===== src/rtl/nrs_pkg.sv =====
// Shared definitions for the NRS Gold-sequence receive controller:
// parameter defaults, controller state encoding and a ceil-divide helper.
package nrs_pkg;

    localparam int NC_DEF   = 1600;
    localparam int PAR_DEF  = 1;
    localparam int EVAL_DEF = 4;
    localparam int RUNS_DEF = 4;

    typedef enum logic [2:0] {
        ST_IDLE      = 3'd0,
        ST_REQ_CINIT = 3'd1,
        ST_SEED      = 3'd2,
        ST_SHIFT     = 3'd3,
        ST_EVAL      = 3'd4
    } nrs_state_e;

    function automatic int ceil_div(input int num, input int den);
        return (num + den - 1) / den;
    endfunction

endpackage


===== src/rtl/nrs_bank_ctrl.sv =====
// Ping-pong bank bookkeeping: per-bank ready flags, the bank being written,
// and consumer acknowledges. A completion beats an ack to the same bank.
module nrs_bank_ctrl (
    input  logic       clk,
    input  logic       rst,
    input  logic       complete,
    input  logic       est_ack,
    input  logic       ack_bank,
    output logic [1:0] bank_ready,
    output logic       wr_bank
);

    logic [1:0] ready_q, ready_d;
    logic [1:0] set_s, clr_s;
    logic       wr_bank_q, wr_bank_d;

    // Clear acked bank first, then apply completion so the set wins.
    always_comb begin
        set_s     = complete ? (2'b01 << wr_bank_q) : 2'b00;
        clr_s     = est_ack  ? (2'b01 << ack_bank)  : 2'b00;
        ready_d   = (ready_q & ~clr_s) | set_s;
        wr_bank_d = wr_bank_q ^ complete;
    end

    // Bank state registers.
    always_ff @(posedge clk or negedge rst) begin
        if (!rst) begin
            ready_q   <= 2'b00;
            wr_bank_q <= 1'b0;
        end else begin
            ready_q   <= ready_d;
            wr_bank_q <= wr_bank_d;
        end
    end

    assign bank_ready = ready_q;
    assign wr_bank    = wr_bank_q;

endmodule


===== src/rtl/nrs_seq_ctrl_rx.sv =====
// NRS receive sequence controller: requests cinit, seeds and warms up the
// Gold LFSRs, then writes EVAL words per run into the current ping-pong bank.
module nrs_seq_ctrl_rx
    import nrs_pkg::*;
#(
    parameter  int NC     = NC_DEF,
    parameter  int PAR    = PAR_DEF,
    parameter  int EVAL   = EVAL_DEF,
    parameter  int RUNS   = RUNS_DEF,
    localparam int ADDR_W = $clog2(2 * RUNS * EVAL),
    localparam int RUN_W  = (RUNS > 1) ? $clog2(RUNS) : 1
) (
    input  logic              clk,
    input  logic              rst,
    input  logic              start,
    input  logic              new_frame,
    input  logic              cinit_valid,
    input  logic              est_ack,
    input  logic              ack_bank,
    output logic              cinit_req,
    output logic              init_x1,
    output logic              init_x2,
    output logic              shift_en,
    output logic              out_valid,
    output logic              wr_en,
    output logic [ADDR_W-1:0] wr_addr,
    output logic [RUN_W-1:0]  run_idx,
    output logic              first_run,
    output logic              last_run,
    output logic [1:0]        bank_ready,
    output logic              busy,
    output logic              overrun
);

    localparam int W     = ceil_div(NC, PAR);
    localparam int CNT_W = $clog2(((W > EVAL) ? W : EVAL) + 1);
    localparam int SPAN  = RUNS * EVAL;

    nrs_state_e        state_q, state_d;
    logic [CNT_W-1:0]  cnt_q, cnt_d;
    logic [RUN_W-1:0]  run_q, run_d;
    logic [ADDR_W-1:0] addr_q, addr_d;
    logic [ADDR_W-1:0] base_s;
    logic              overrun_q, overrun_d;
    logic              complete_s, wr_bank_s;
    logic [1:0]        bank_ready_s;
    logic              cinit_req_q, init_q, shift_en_q, wr_q, busy_q;

    assign base_s = wr_bank_s ? ADDR_W'(SPAN) : {ADDR_W{1'b0}};

    // Sequencing; a new_frame while busy overrides whatever the state wanted.
    always_comb begin
        state_d    = state_q;
        cnt_d      = cnt_q;
        run_d      = run_q;
        addr_d     = addr_q;
        overrun_d  = overrun_q;
        complete_s = 1'b0;
        case (state_q)
            ST_IDLE: begin
                if ((start || new_frame) && !bank_ready_s[wr_bank_s]) begin
                    state_d = ST_REQ_CINIT;
                    run_d   = {RUN_W{1'b0}};
                    addr_d  = base_s;
                end else if (start) begin
                    overrun_d = 1'b1;
                end else begin
                    overrun_d = overrun_q;
                end
            end
            ST_REQ_CINIT: begin
                if (cinit_valid) begin
                    state_d = ST_SEED;
                end else begin
                    state_d = ST_REQ_CINIT;
                end
            end
            ST_SEED: begin
                state_d = ST_SHIFT;
                cnt_d   = {CNT_W{1'b0}};
            end
            ST_SHIFT: begin
                if (cnt_q == CNT_W'(W - 1)) begin
                    state_d = ST_EVAL;
                    cnt_d   = {CNT_W{1'b0}};
                end else begin
                    cnt_d = cnt_q + CNT_W'(1);
                end
            end
            ST_EVAL: begin
                addr_d = addr_q + ADDR_W'(1);
                if (cnt_q == CNT_W'(EVAL - 1)) begin
                    cnt_d = {CNT_W{1'b0}};
                    if (run_q == RUN_W'(RUNS - 1)) begin
                        state_d    = ST_IDLE;
                        complete_s = 1'b1;
                    end else begin
                        state_d = ST_REQ_CINIT;
                        run_d   = run_q + RUN_W'(1);
                    end
                end else begin
                    cnt_d = cnt_q + CNT_W'(1);
                end
            end
            default: begin
                state_d = ST_IDLE;
            end
        endcase
        if (state_q != ST_IDLE) begin
            if (start) begin
                overrun_d = 1'b1;
            end else begin
                overrun_d = overrun_d;
            end
            if (new_frame) begin
                state_d    = ST_REQ_CINIT;
                run_d      = {RUN_W{1'b0}};
                addr_d     = base_s;
                cnt_d      = {CNT_W{1'b0}};
                complete_s = 1'b0;
            end else begin
                complete_s = complete_s;
            end
        end else begin
            complete_s = complete_s;
        end
    end

    // Controller FSM with strobes registered from the next state.
    always_ff @(posedge clk or negedge rst) begin
        if (!rst) begin
            state_q     <= ST_IDLE;
            cnt_q       <= {CNT_W{1'b0}};
            run_q       <= {RUN_W{1'b0}};
            addr_q      <= {ADDR_W{1'b0}};
            overrun_q   <= 1'b0;
            cinit_req_q <= 1'b0;
            init_q      <= 1'b0;
            shift_en_q  <= 1'b0;
            wr_q        <= 1'b0;
            busy_q      <= 1'b0;
        end else begin
            state_q     <= state_d;
            cnt_q       <= cnt_d;
            run_q       <= run_d;
            addr_q      <= addr_d;
            overrun_q   <= overrun_d;
            cinit_req_q <= (state_d == ST_REQ_CINIT);
            init_q      <= (state_d == ST_SEED);
            shift_en_q  <= (state_d == ST_SHIFT) || (state_d == ST_EVAL);
            wr_q        <= (state_d == ST_EVAL);
            busy_q      <= (state_d != ST_IDLE);
        end
    end

    nrs_bank_ctrl u_bank (
        .clk        (clk),
        .rst        (rst),
        .complete   (complete_s),
        .est_ack    (est_ack),
        .ack_bank   (ack_bank),
        .bank_ready (bank_ready_s),
        .wr_bank    (wr_bank_s)
    );

    assign cinit_req  = cinit_req_q;
    assign init_x1    = init_q;
    assign init_x2    = init_q;
    assign shift_en   = shift_en_q;
    assign out_valid  = wr_q;
    assign wr_en      = wr_q;
    assign wr_addr    = addr_q;
    assign run_idx    = run_q;
    assign first_run  = (run_q == {RUN_W{1'b0}});
    assign last_run   = (run_q == RUN_W'(RUNS - 1));
    assign bank_ready = bank_ready_s;
    assign busy       = busy_q;
    assign overrun    = overrun_q;

endmodule


===== config.mk =====
export PLATFORM = sky130hd
export DESIGN_NAME = nrs_seq_ctrl_rx
export DESIGN_NICKNAME = d
export VERILOG_FILES = /design/src/rtl/nrs_pkg.sv /design/src/rtl/nrs_bank_ctrl.sv /design/src/rtl/nrs_seq_ctrl_rx.sv
export SDC_FILE = /design/constraint.sdc
export NUM_CORES = 1
export LEC_CHECK = 0
export ABC_AREA = 1
export ABC_CLOCK_PERIOD_IN_PS = 1850
export CAP_MARGIN = 20
export CORE_ASPECT_RATIO = 1.1
export CORE_MARGIN = 2
export CORE_UTILIZATION = 45
export CTS_CLUSTER_DIAMETER = 40
export DETAILED_ROUTE_END_ITERATION = 16
export PLACE_DENSITY_LB_ADDON = 0.05
export SLEW_MARGIN = 20
export SYNTH_ARGS = -nofsm -noshare
export SYNTH_HDL_FRONTEND = slang
export SYNTH_HIERARCHICAL = 1
export SYNTH_SLANG_ARGS = --single-unit
export TNS_END_PERCENT = 30

===== constraint.sdc =====
create_clock -name clk -period 1.85 [get_ports clk]
set_clock_uncertainty 0.05 [all_clocks]
set_input_delay 0.2775 -clock clk [delete_from_list [all_inputs] [get_ports clk]]
set_output_delay 0.2775 -clock clk [all_outputs]
set_load 0.01 [all_outputs]

==> run_1/clock_wires.png <==
The bar under the picture is 20 um long.
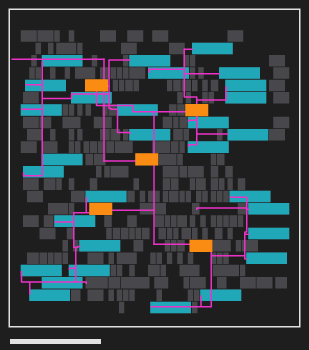
clock-net drivers: marked orange, count 5. flip-flops: marked cyan, count 30. clock wires: marked magenta, length 401 um.
There are 6 routed clock nets.

==> run_1/placed.png <==
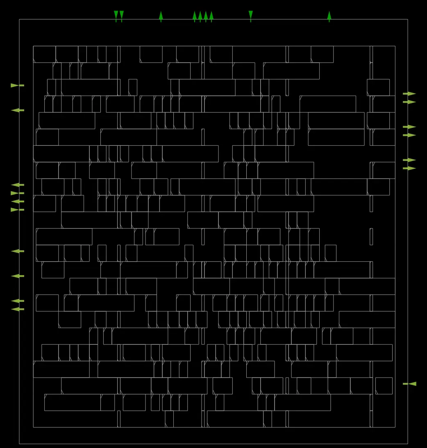
number of tapcells: 50
core box area: 3710 um^2

==> run_1/ff_map.png <==
The bar under the picture is 20 um long. Other sequential cells in the stronger gray, the rest of the logic in the fainter gray.
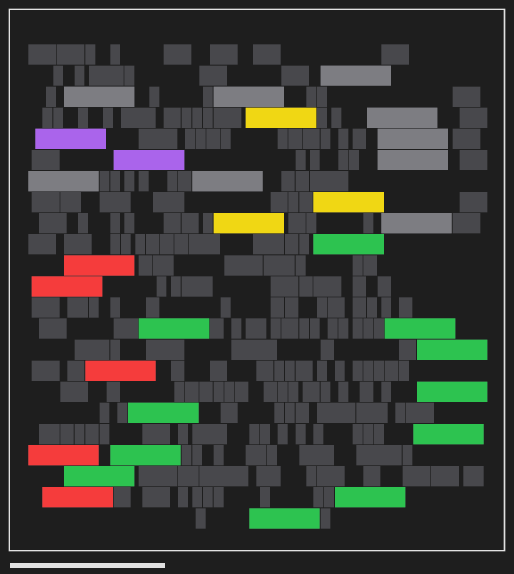
u_bank/bank_ready: marked purple, flops 2. state_q: marked yellow, flops 3. cnt_q: marked green, flops 11. wr_addr: marked red, flops 5.

==> run_1/route_heat.png <==
13 x 14 tiles, from dark blue (low) to red (high), scaled to the fullest tile. Values are wire area over tile area, all layers added.
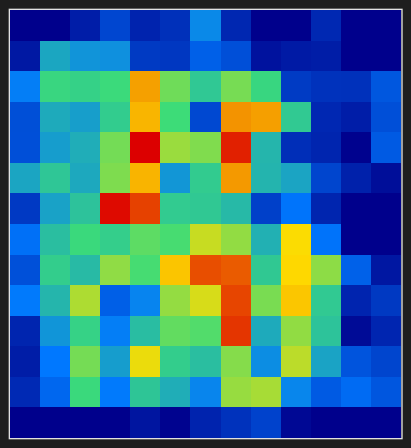
The fullest tile reaches 0.38. The emptiest ninth of the die: upper right. 25% of the tiles are over half the peak.

==> results_tabular.tex, run 1 <==
% Generated from flow reports
\begin{tabular}{lr}
\hline
Metric & Value \\
\hline
\multicolumn{2}{l}{\textbf{Cells and area}} \\
\quad Count of filler cells inserted in the layout & 340 \\
\quad Synth-to-layout area growth & 23.7\% \\
\quad Clock buffers & 7 \\
\quad Comb/total area & 0.390 \\
\quad Area of the multi-input gates & 851 um\^{}2 \\
\quad FFs \& Latches & 30 \\
\quad Register cell area after layout & 751 um\^{}2 \\
\quad Final-layout non-clock buffer area share & 0.125 \\
\quad Share of cell area taken by flip-flops and latches & 0.344 \\
\quad Count of non-CTS buffers in the layout & 28 \\
\multicolumn{2}{l}{\textbf{Clocking}} \\
\quad H-tree level count & 2 \\
\quad Clock Pin Slew Worst Setup and Hold Paths & 70 ps \\
\quad Number of buffers on the longest clock path & 2 \\
\quad Cell at the root of the clock tree & sky130\_fd\_sc\_hd\_\_clkbuf\_8 \\
\quad Number of clock sinks seen by CTS & 30 \\
\multicolumn{2}{l}{\textbf{Timing}} \\
\quad Highest achievable clock rate & 0.584 GHz \\
\quad Number of failing setup endpoints in the final timing report & 0 \\
\quad Measured slew at the worst slew-check pin & 385 ps \\
\quad Worst Setup Slack, final & 139 ps \\
\quad Final hold violation count & 0 \\
\quad Post-route minimum period & 1710 ps \\
\quad Minimum hold slack & 327 ps \\
\multicolumn{2}{l}{\textbf{Power}} \\
\quad Sequential share of power & 0.406 \\
\quad Net switching power & 686 uW \\
\quad Proportion of power drawn by combinational gates & 0.322 \\
\quad Worst vdd rail ir drop & 534 uV \\
\multicolumn{2}{l}{\textbf{Routing}} \\
\quad Number of iterations in the first detailed-routing pass & 4 \\
\quad DRC violations left & 0 \\
\multicolumn{2}{l}{\textbf{Global routing}} \\
\quad GR Util met3 & 0.0519 \\
\quad Maximum number of pins on one net before global-route repair & 31 \\
\quad Total GRT Usage & 0.182 \\
\quad Met2 GRT Util & 0.287 \\
\multicolumn{2}{l}{\textbf{Logic synthesis}} \\
\quad Top cells by area, synth & sky130\_fd\_sc\_hd\_\_dfrtp\_1 43\%, sky130\_fd\_sc\_hd\_\_nand2\_1 8.3\%, sky130\_fd\_sc\_hd\_\_inv\_1 7.2\% \\
\quad Post-synthesis sequential area ratio & 0.426 \\
\quad Yosys stat area & 1760 um\^{}2 \\
\quad Post-synth mux share & 0 \\
\multicolumn{2}{l}{\textbf{Flow run}} \\
\quad Maximum Capacitance Violations & 0 \\
\multicolumn{2}{l}{\textbf{Outcome}} \\
\quad Status & completed \\
\multicolumn{2}{l}{\textbf{Die}} \\
\quad Number of placed I/O pins & 26 \\
\quad Die height & 69.7 um \\
\multicolumn{2}{l}{\textbf{Critical path}} \\
\quad Critical Setup Path Class & reg -> out \\
\quad Crit start category & flop \\
\multicolumn{2}{l}{\textbf{Place}} \\
\quad Placed Area & 2080 um\^{}2 \\
\quad Pre-CTS setup slack & 120 ps \\
\hline
\end{tabular}
==> run 1: power by group through the flow <==
| stage | Combinational, mW | Sequential [mW] | Clock (mW) |
|---|---|---|---|
| floorplan | 0.396 | 0.836 | 0 |
| global placement | 0.637 | 0.814 | 0 |
| detailed placement | 0.635 | 0.814 | 0 |
| CTS | 0.640 | 0.803 | 0.552 |
| global route | 0.714 | 0.816 | 0.581 |
| finish | 0.636 | 0.804 | 0.539 |
==> run 1: sequential cells by signal, indices dropped and copies added (netlist names), named ones only <==
| signal | count |
|---|---|
| busy | 1 |
| cinit_req | 1 |
| cnt_q | 11 |
| init_x1 | 1 |
| out_valid | 1 |
| run_idx | 2 |
| shift_en | 1 |
| state_q | 3 |
| u_bank/bank_ready | 2 |
| u_bank/wr_bank | 1 |
| wr_addr | 5 |
==> run 1: routing by layer <==
metal	up-vias	wire, um
li1	775	-
met1	683	1780
met2	32	1580
met3	6	149
met4	0	51
met5	-	0
==> run 1: Yosys cell counts, drive strengths merged <==
cell / count
xor2: 2
ha: 4
nand2: 45
nor4: 1
a22oi: 2
nor3: 10
buf: 2
a21o: 1
nand3: 18
nor2: 37
dfrtp: 30
inv: 41
o21a: 1
and3: 1
o211ai: 1
or2: 1
o21ai: 9
a21oi: 6
nand4: 10
==> run 1: layout by cell type (no fill, tap or decap) <==
master	netlist	final
sky130_fd_sc_hd__clkinv_2	0	1
sky130_fd_sc_hd__nand2_1	39	39
sky130_fd_sc_hd__and3_1	1	1
sky130_fd_sc_hd__nor2_2	1	1
sky130_fd_sc_hd__nor3_4	1	2
sky130_fd_sc_hd__nand2_2	4	4
sky130_fd_sc_hd__xor2_1	2	2
sky130_fd_sc_hd__inv_1	34	34
sky130_fd_sc_hd__nand2_4	2	2
sky130_fd_sc_hd__nor4_1	1	1
sky130_fd_sc_hd__nor2_1	31	31
sky130_fd_sc_hd__nand3_2	2	2
sky130_fd_sc_hd__o211ai_1	1	1
sky130_fd_sc_hd__a21o_1	1	1
sky130_fd_sc_hd__buf_4	2	3
sky130_fd_sc_hd__nor2_4	5	5
sky130_fd_sc_hd__nor3_1	3	3
sky130_fd_sc_hd__a21oi_1	6	6
sky130_fd_sc_hd__clkdlybuf4s50_1	0	25
sky130_fd_sc_hd__dfrtp_1	30	30
sky130_fd_sc_hd__nand3_1	15	15
sky130_fd_sc_hd__nor3_2	6	5
sky130_fd_sc_hd__a22oi_1	2	2
sky130_fd_sc_hd__o21a_1	1	1
sky130_fd_sc_hd__clkbuf_8	0	6
sky130_fd_sc_hd__nand3_4	1	1
sky130_fd_sc_hd__o21ai_1	1	1
sky130_fd_sc_hd__nand4_2	1	1
sky130_fd_sc_hd__or2_0	1	1
sky130_fd_sc_hd__o21ai_0	8	8
sky130_fd_sc_hd__inv_2	7	7
sky130_fd_sc_hd__ha_1	4	4
sky130_fd_sc_hd__nand4_1	9	9
sky130_fd_sc_hd__clkbuf_1	0	1
==> run 1: timing repair <==
action                     in CTS  in global routing
hold buffers                    0                  0
setup endpoints to repair       0                  1
gates resized                   0                  1
==> run 1: critical path, delay by kind of cell (launching register included) <==
kind          cells  cell delay (ps)
buf+inv           2              600
flops             1              410
simple gates      1               90
==> inputs of run 2 (changes only) <==
--- a/config.mk
+++ b/config.mk
@@ -6,7 +6,7 @@
 export NUM_CORES = 1
 export LEC_CHECK = 0
 export ABC_AREA = 1
-export ABC_CLOCK_PERIOD_IN_PS = 1850
+export ABC_CLOCK_PERIOD_IN_PS = 1400
 export CAP_MARGIN = 20
 export CORE_ASPECT_RATIO = 1.1
 export CORE_MARGIN = 2
==> constraint.sdc (replaced) <==
create_clock -name clk -period 1.4 [get_ports clk]
set_clock_uncertainty 0.05 [all_clocks]
set_input_delay 0.21 -clock clk [delete_from_list [all_inputs] [get_ports clk]]
set_output_delay 0.21 -clock clk [all_outputs]
set_load 0.01 [all_outputs]
==> run_2/clock_wires.png <==
The bar under the picture is 20 um long.
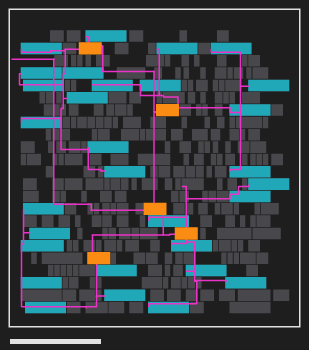
clock wires: marked magenta, length 454 um. flip-flops: marked cyan, count 30. clock-net drivers: marked orange, count 5.
Position of the flops: all over the die. There are 6 routed clock nets.
power in the clock group: 826 uW
clock network fraction of total power: 0.279
clk ins delay skew pair: 280 ps

==> run 2 against run 1 <==
Against the previous run:
- the run now ends with negative setup slack left
- sequential power is 31% higher
- critical path depth grew 3
- largest cell class unchanged
- critical endpoint is now u_bank/wr_bank
- via count up 11%
- wire length increased by 17%
- die size stayed put
==> results_tabular.tex, run 2 <==
% Generated from flow reports
\begin{tabular}{lr}
\hline
Metric & Value \\
\hline
\multicolumn{2}{l}{\textbf{Critical path}} \\
\quad Crit start category & flop \\
\quad Critical Setup Path Class & reg -> reg \\
\multicolumn{2}{l}{\textbf{Cells and area}} \\
\quad Register cell area after layout & 752 um\^{}2 (+0.17\%) \\
\quad Number of flip-flops in the largest register & 11 (unchanged) \\
\quad Register name with the most flops & cnt\_q \\
\quad Synth-to-layout area growth & 47.2\% \\
\quad Count of filler cells inserted in the layout & 315 (-7.4\%) \\
\multicolumn{2}{l}{\textbf{Outcome}} \\
\quad Status & complete, but fails checks \\
\quad Violated checks & negative setup slack \\
\multicolumn{2}{l}{\textbf{Flow run}} \\
\quad Maximum Capacitance Violations & 0 (unchanged) \\
\multicolumn{2}{l}{\textbf{Logic synthesis}} \\
\quad Top cells by area, synth & sky130\_fd\_sc\_hd\_\_dfrtp\_1 43\%, sky130\_fd\_sc\_hd\_\_nand2\_1 8.3\%, sky130\_fd\_sc\_hd\_\_inv\_1 7.2\% \\
\quad Top FF cell, synth & sky130\_fd\_sc\_hd\_\_dfrtp\_1 \\
\quad Post-synth EDFFs & 0 (unchanged) \\
\quad Top-count cell post-synth & sky130\_fd\_sc\_hd\_\_nand2\_1 \\
\quad Post-synthesis sequential area ratio & 0.426 (unchanged) \\
\multicolumn{2}{l}{\textbf{Timing}} \\
\quad Number of failing setup endpoints in the final timing report & 22 (+22) \\
\quad Measured slew at the worst slew-check pin & 348 ps (-36.2 ps) \\
\quad Final hold violation count & 0 (unchanged) \\
\quad Worst Setup Slack, final & -158 ps (-297 ps) \\
\quad Highest achievable clock rate & 0.642 GHz \\
\multicolumn{2}{l}{\textbf{Die}} \\
\quad Core box area & 3710 um\^{}2 (unchanged) \\
\quad Number of placed I/O pins & 26 (unchanged) \\
\multicolumn{2}{l}{\textbf{Clocking}} \\
\quad Number of clock sinks seen by CTS & 30 (unchanged) \\
\quad Clock Pin Slew Worst Setup and Hold Paths & 70 ps (about the same) \\
\quad H-tree level count & 2 (unchanged) \\
\multicolumn{2}{l}{\textbf{Routing}} \\
\quad Number of iterations in the first detailed-routing pass & 4 (unchanged) \\
\hline
\end{tabular}
==> run_2/placed.png <==
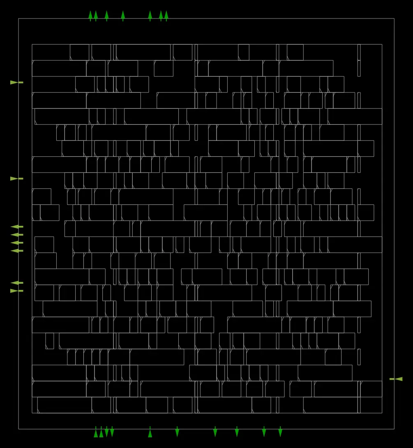
FFs & Latches: 30
post-route non-filler standard cell count: 346
total number of placement rows: 23

[run 2: cell types whose count changed in the layout (fill, tap and decap cells not counted), moves of 3 or more]
cell                              previous run  this run
sky130_fd_sc_hd__nor2_1                     31        28
sky130_fd_sc_hd__ha_4                        0         3
sky130_fd_sc_hd__inv_1                      34        31
sky130_fd_sc_hd__nor2_2                      1         4
sky130_fd_sc_hd__dlygate4sd2_1               0        18
sky130_fd_sc_hd__buf_4                       3        40
sky130_fd_sc_hd__nand2_1                    39        34
sky130_fd_sc_hd__clkdlybuf4s50_1            25         6
sky130_fd_sc_hd__o21ai_0                     8         5
sky130_fd_sc_hd__nand2_2                     4         7
sky130_fd_sc_hd__ha_1                        4         1
[run 2: worst max path at each step]
stage                         start                    to  slack, ps  cells past startpoint
after CTS                  cnt_q[1]  u_bank/bank_ready[1]       -140                      7
after global routing       cnt_q[1]              shift_en       -240                      8
after detailed placement  new_frame                  busy       -190                      9
after floorplan            cnt_q[0]        u_bank/wr_bank       -100                      6
after global placement    new_frame                  busy       -150                      9
final                      cnt_q[1]        u_bank/wr_bank       -160                      6
[run 2: repair_timing]
| item | 4_1_cts | 5_1_grt |
|---|---|---|
| buffers inserted | 1 | 1 |
| hold buffers | 0 | 0 |
| endpoints found under the setup margin | 43 | 28 |
| pin swaps | 2 | 4 |
| gates resized | 30 | 19 |
[run 2: per-layer routing]
metal,wire length (um),vias up,global-route usage
li1,-,864,-
met1,1730,775,0.222
met2,2240,21,0.370
met3,106,5,0.0503
met4,62,0,0.0942
met5,0,-,0
[run 2: cell families after synthesis]
group / share of synthesized area
fa+ha+maj: 0.0284
flops: 0.426
xor+xnor: 0.00993
simple gates: 0.377
buf+inv: 0.0957
compound gates: 0.0638
[run 2: area by class of cell]
| cell class | count | share of cell area |
|---|---|---|
| sequential | 30 | 0.289 |
| multi-input combinational | 149 | 0.366 |
| timing repair buffer | 68 | 0.218 |
| inverter | 41 | 0.0602 |
| clock buffer | 8 | 0.0424 |
| tap | 50 | 0.0241 |
[run 2: critical path: stages, from the launching register on]
cell and delay, ps:
sky130_fd_sc_hd__dfrtp_1 410, sky130_fd_sc_hd__ha_4 170, sky130_fd_sc_hd__nand4_1 150, sky130_fd_sc_hd__nor3_2 210, sky130_fd_sc_hd__and3_4 260, sky130_fd_sc_hd__ha_4 200
sky130_fd_sc_hd__inv_2 40
[run 2: report_power, final]
part           internal [mW]  switching [mW]  total, mW
clock                  0.496           0.330      0.826
combinational          0.487           0.594       1.08
sequential             0.977          0.0764       1.05
total                   1.96            1.00       2.96
[run 2: stage by stage]
stage                     utilization  cells  total power, mW  hold slack, ps  setup slack (ps)
after floorplan                     -    222             1.66            -136             -96.6
after global placement          0.646    336             2.13             395              -151
after detailed placement        0.646    336             2.15             394              -188
after CTS                       0.683    345             2.94             249              -136
after global routing            0.700    346             3.15             274              -241
final                           0.700    346             2.96             246              -158
==> inputs of run 3 (changes only) <==
--- a/config.mk
+++ b/config.mk
@@ -9,11 +9,11 @@
 export ABC_CLOCK_PERIOD_IN_PS = 1400
 export CAP_MARGIN = 20
 export CORE_ASPECT_RATIO = 1.1
-export CORE_MARGIN = 2
 export CORE_UTILIZATION = 45
 export CTS_CLUSTER_DIAMETER = 40
 export DETAILED_ROUTE_END_ITERATION = 16
 export PLACE_DENSITY_LB_ADDON = 0.05
+export RECOVER_POWER = 100
 export SLEW_MARGIN = 20
 export SYNTH_ARGS = -nofsm -noshare
 export SYNTH_HDL_FRONTEND = slang
==> run 3 against run 2 <==
Against the previous run:
- the run still ends with negative setup slack left
- largest cell class unchanged
- first-iteration DRC count is 4.2% lower
- wire length is 4.9% higher
- die size decreased by 5.9%
- critical endpoint is now cnt_q[5]
- sequential share of layout area down 0.21 points
- utilization grew 0.95 points
==> results_tabular.tex, run 3 <==
% Generated from flow reports
\begin{tabular}{lr}
\hline
Metric & Value \\
\hline
\multicolumn{2}{l}{\textbf{Outcome}} \\
\quad Status & complete, but fails checks \\
\quad Violated checks & negative setup slack \\
\multicolumn{2}{l}{\textbf{Flow run}} \\
\quad Number of warnings the tools reported & 30 \\
\quad Maximum Capacitance Violations & 0 (unchanged) \\
\multicolumn{2}{l}{\textbf{Cells and area}} \\
\quad Register name with the most flops & cnt\_q \\
\quad Post-route non-filler standard cell count & 349 (+0.87\%) \\
\quad Count of filler cells inserted in the layout & 317 (+0.63\%) \\
\quad Number of flip-flops in the largest register & 11 (unchanged) \\
\quad Most common logic cells in the final layout & 45 x sky130\_fd\_sc\_hd\_\_buf\_4, 35 x sky130\_fd\_sc\_hd\_\_nand2\_1, 30 x sky130\_fd\_sc\_hd\_\_dfrtp\_1 \\
\quad Synth-to-layout area growth & 48.1\% \\
\multicolumn{2}{l}{\textbf{Logic synthesis}} \\
\quad Post-synthesis sequential area ratio & 0.426 (unchanged) \\
\quad Top FF cell, synth & sky130\_fd\_sc\_hd\_\_dfrtp\_1 \\
\quad Top cells by area, synth & sky130\_fd\_sc\_hd\_\_dfrtp\_1 43\%, sky130\_fd\_sc\_hd\_\_nand2\_1 8.3\%, sky130\_fd\_sc\_hd\_\_inv\_1 7.2\% \\
\quad Fraction of post-synthesis cell area in the top cell type by area & 0.426 \\
\quad Cell count listed in synth\_stat.txt & 222 \\
\quad Post-synth EDFFs & 0 (unchanged) \\
\quad Synthesized net count & 233 \\
\quad Top-count cell post-synth & sky130\_fd\_sc\_hd\_\_nand2\_1 \\
\multicolumn{2}{l}{\textbf{Clocking}} \\
\quad Hold-fix buffer count after cts & 0 (unchanged) \\
\quad H-tree level count & 2 (unchanged) \\
\quad Number of clock sinks seen by CTS & 30 (unchanged) \\
\quad Clock Pin Slew Worst Setup and Hold Paths & 60 ps (about the same) \\
\quad Clk ins delay skew pair & 280 ps (about the same) \\
\multicolumn{2}{l}{\textbf{Critical path}} \\
\quad Critical Setup Path Class & reg -> reg \\
\quad Crit start category & flop \\
\quad Launching instance or port of the critical path & cnt\_q[1] \\
\quad Slowest stage cell on the critical path & sky130\_fd\_sc\_hd\_\_dfrtp\_1 \\
\quad Worst Path Required & 1510 ps \\
\quad Delay contributed by the slowest stage of the critical path & 390 ps (-20 ps) \\
\quad Maximum fanout encountered on the critical timing path & 7 \\
\quad Ordered cell list for the critical path & ha\_4 -> nand4\_1 -> o21ai\_1 -> nand3\_2 -> nand2\_4 -> nor3\_2 \\
\quad Worst reg2reg startpoint & cnt\_q[1] \\
\multicolumn{2}{l}{\textbf{Timing}} \\
\quad Measured slew at the worst slew-check pin & 759 ps (+411 ps) \\
\quad Highest achievable clock rate & 0.645 GHz (+0.48\%) \\
\quad Final hold violation count & 0 (unchanged) \\
\quad Worst Setup Slack, final & -150 ps (+7.50 ps) \\
\quad Number of failing setup endpoints in the final timing report & 21 (-4.5\%) \\
\multicolumn{2}{l}{\textbf{Routing}} \\
\quad Number of iterations in the first detailed-routing pass & 4 (unchanged) \\
\quad First DRT Iteration DRCs & 68 \\
\quad DRC violations left & 0 \\
\quad Sum of routed wire length over all layers & 4350 um \\
\multicolumn{2}{l}{\textbf{Place}} \\
\quad Number of placed cells counting well taps & 339 (+0.89\%) \\
\multicolumn{2}{l}{\textbf{Die}} \\
\quad Core box area & 3680 um\^{}2 (-0.78\%) \\
\quad Number of placed I/O pins & 26 (unchanged) \\
\quad Die area & 4180 um\^{}2 \\
\quad Total number of placement rows & 23 (unchanged) \\
\multicolumn{2}{l}{\textbf{Global routing}} \\
\quad First-pass GRT wire length & 7280 um \\
\quad Via count of the first global-routing pass & 1,694 \\
\hline
\end{tabular}
run 3: cell counts after synthesis:
No cell type changed its count.
run 3: cells by family after synthesis:
group / synth area share
and+or+nand+nor: 0.377
DFF: 0.426
buffers and inverters: 0.0957
adders and majority gates: 0.0284
xor gates and xnor gates: 0.00993
AOI/OAI and AO/OA: 0.0638
run 3: per-stage QoR:
stage          instance area, um^2  utilization  power, mW  worst slack, ps  hold WS, ps
3_5_place_dp                  2420        0.658       2.19             -277          406
5_1_grt                       2610        0.709       3.11             -228          434
2_1_floorplan                 1780            -       1.66            -96.6         -136
3_3_place_gp                  2420        0.658       2.18             -286          388
6_report                      2610        0.709       2.92             -150          409
4_1_cts                       2570        0.699       2.91             -118          258
run 3: worst paths after layout:
path / cells past startpoint / to / slack (ps)
worst min-delay path: 1 / flop / 410
min in group asynchronous: 2 / cnt_q[8] / 500
worst min register to register: 1 / flop / 410
worst max-delay path: 6 / cnt_q[5] / -150
max in group asynchronous: 2 / shift_en / 320
worst max register to register: 6 / cnt_q[5] / -150
run 3: area by class of cell:
class	instances	area, um^2	share of cell area
clock buffers	6	82.6	0.0316
inverters	41	164	0.0627
multi-input cells	149	963	0.369
flip-flops and latches	30	751	0.287
well taps	50	62.6	0.0239
repair buffers	73	589	0.226
run 3: critical path, delay by kind of cell, from the launching register on:
family	cells	cell delay, ps
adder cells (fa/ha/maj)	1	170
flip-flops	1	390
AND/OR/NAND/NOR	4	550
AND-OR/OR-AND	1	290
run 3: power by group:
group / switching (mW) / internal [mW] / leakage (nW)
combinational: 0.646 / 0.539 / 0.920
sequential: 0.0723 / 0.978 / 0.393
clock: 0.308 / 0.378 / 0.0431
run 3: timing repair:
item | 4_1_cts | 5_1_grt
hold endpoints to repair | 0 | 0
pin swaps | 3 | 12
setup buffers | 3 | 1
resized | 35 | 22
setup endpoints to repair | 39 | 32
run 3: layer usage:
layer  part of all wire  wire length, um  track usage
met5                  0                0            0
met4              0.014               61       0.0833
met3              0.032              139       0.0517
met2               0.54             2330        0.465
met1               0.42             1820        0.263
==> run_3/ff_map.png <==
The bar under the picture is 20 um long. Other sequential cells in the stronger gray, the rest of the logic in the fainter gray.
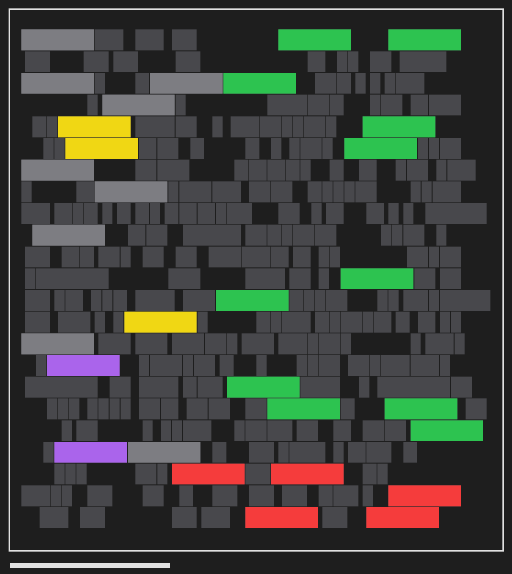
u_bank/bank_ready: marked purple, flops 2. state_q: marked yellow, flops 3. wr_addr: marked red, flops 5. cnt_q: marked green, flops 11.
Another 9 sequential cells are not colored.

==> run_3/clock_wires.png <==
The bar under the picture is 20 um long.
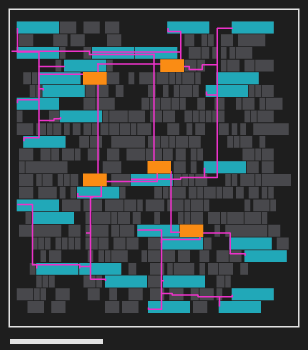
clock-net drivers: marked orange, count 5. flip-flops: marked cyan, count 30. clock wires: marked magenta, length 429 um.
There are 6 routed clock nets. Position of the flops: all over the die.


==> gallery <==
Drive-strength map.
picture 1
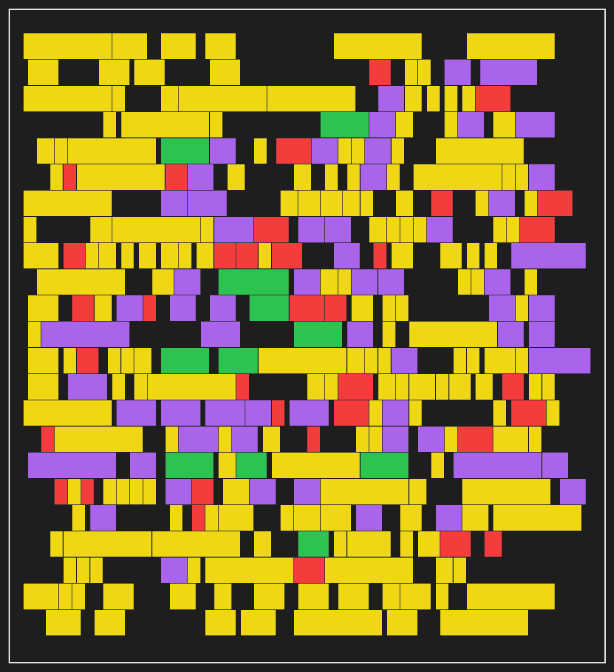
picture 2
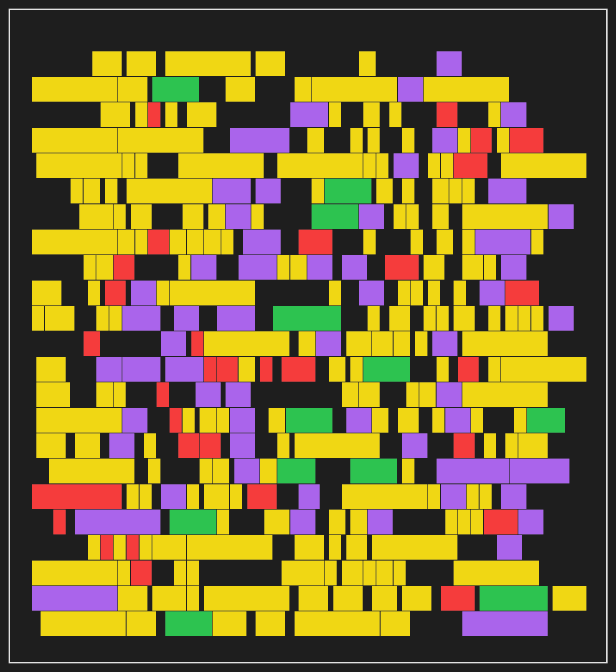
picture 3
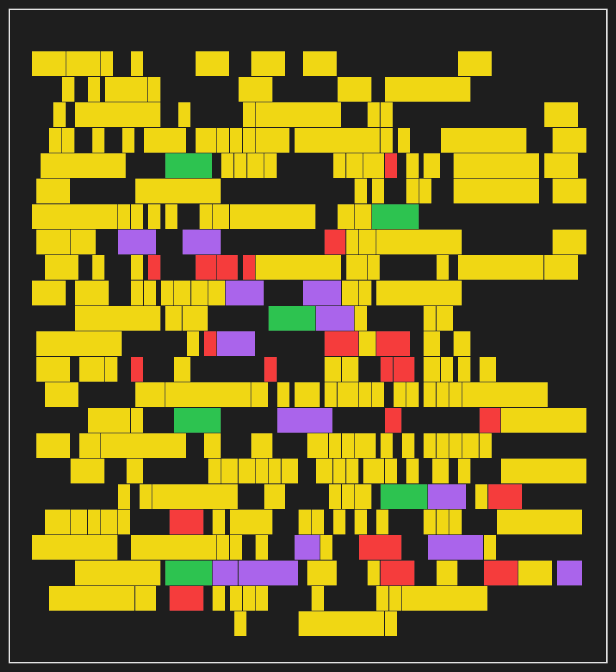
picture 3: run 1
picture 1: run 3
picture 2: run 2

Key to picture 2:
x6 and larger: marked green, cells 12, share 4.1%, most used clkbuf_8. x3 and x4: marked purple, cells 57, share 19%, most used buf_4. x2: marked red, cells 31, share 10%, most used inv_2. x1 and smaller: marked yellow, cells 196, share 66%, most used nand2_1.

Power and IR drop assume default switching activity.
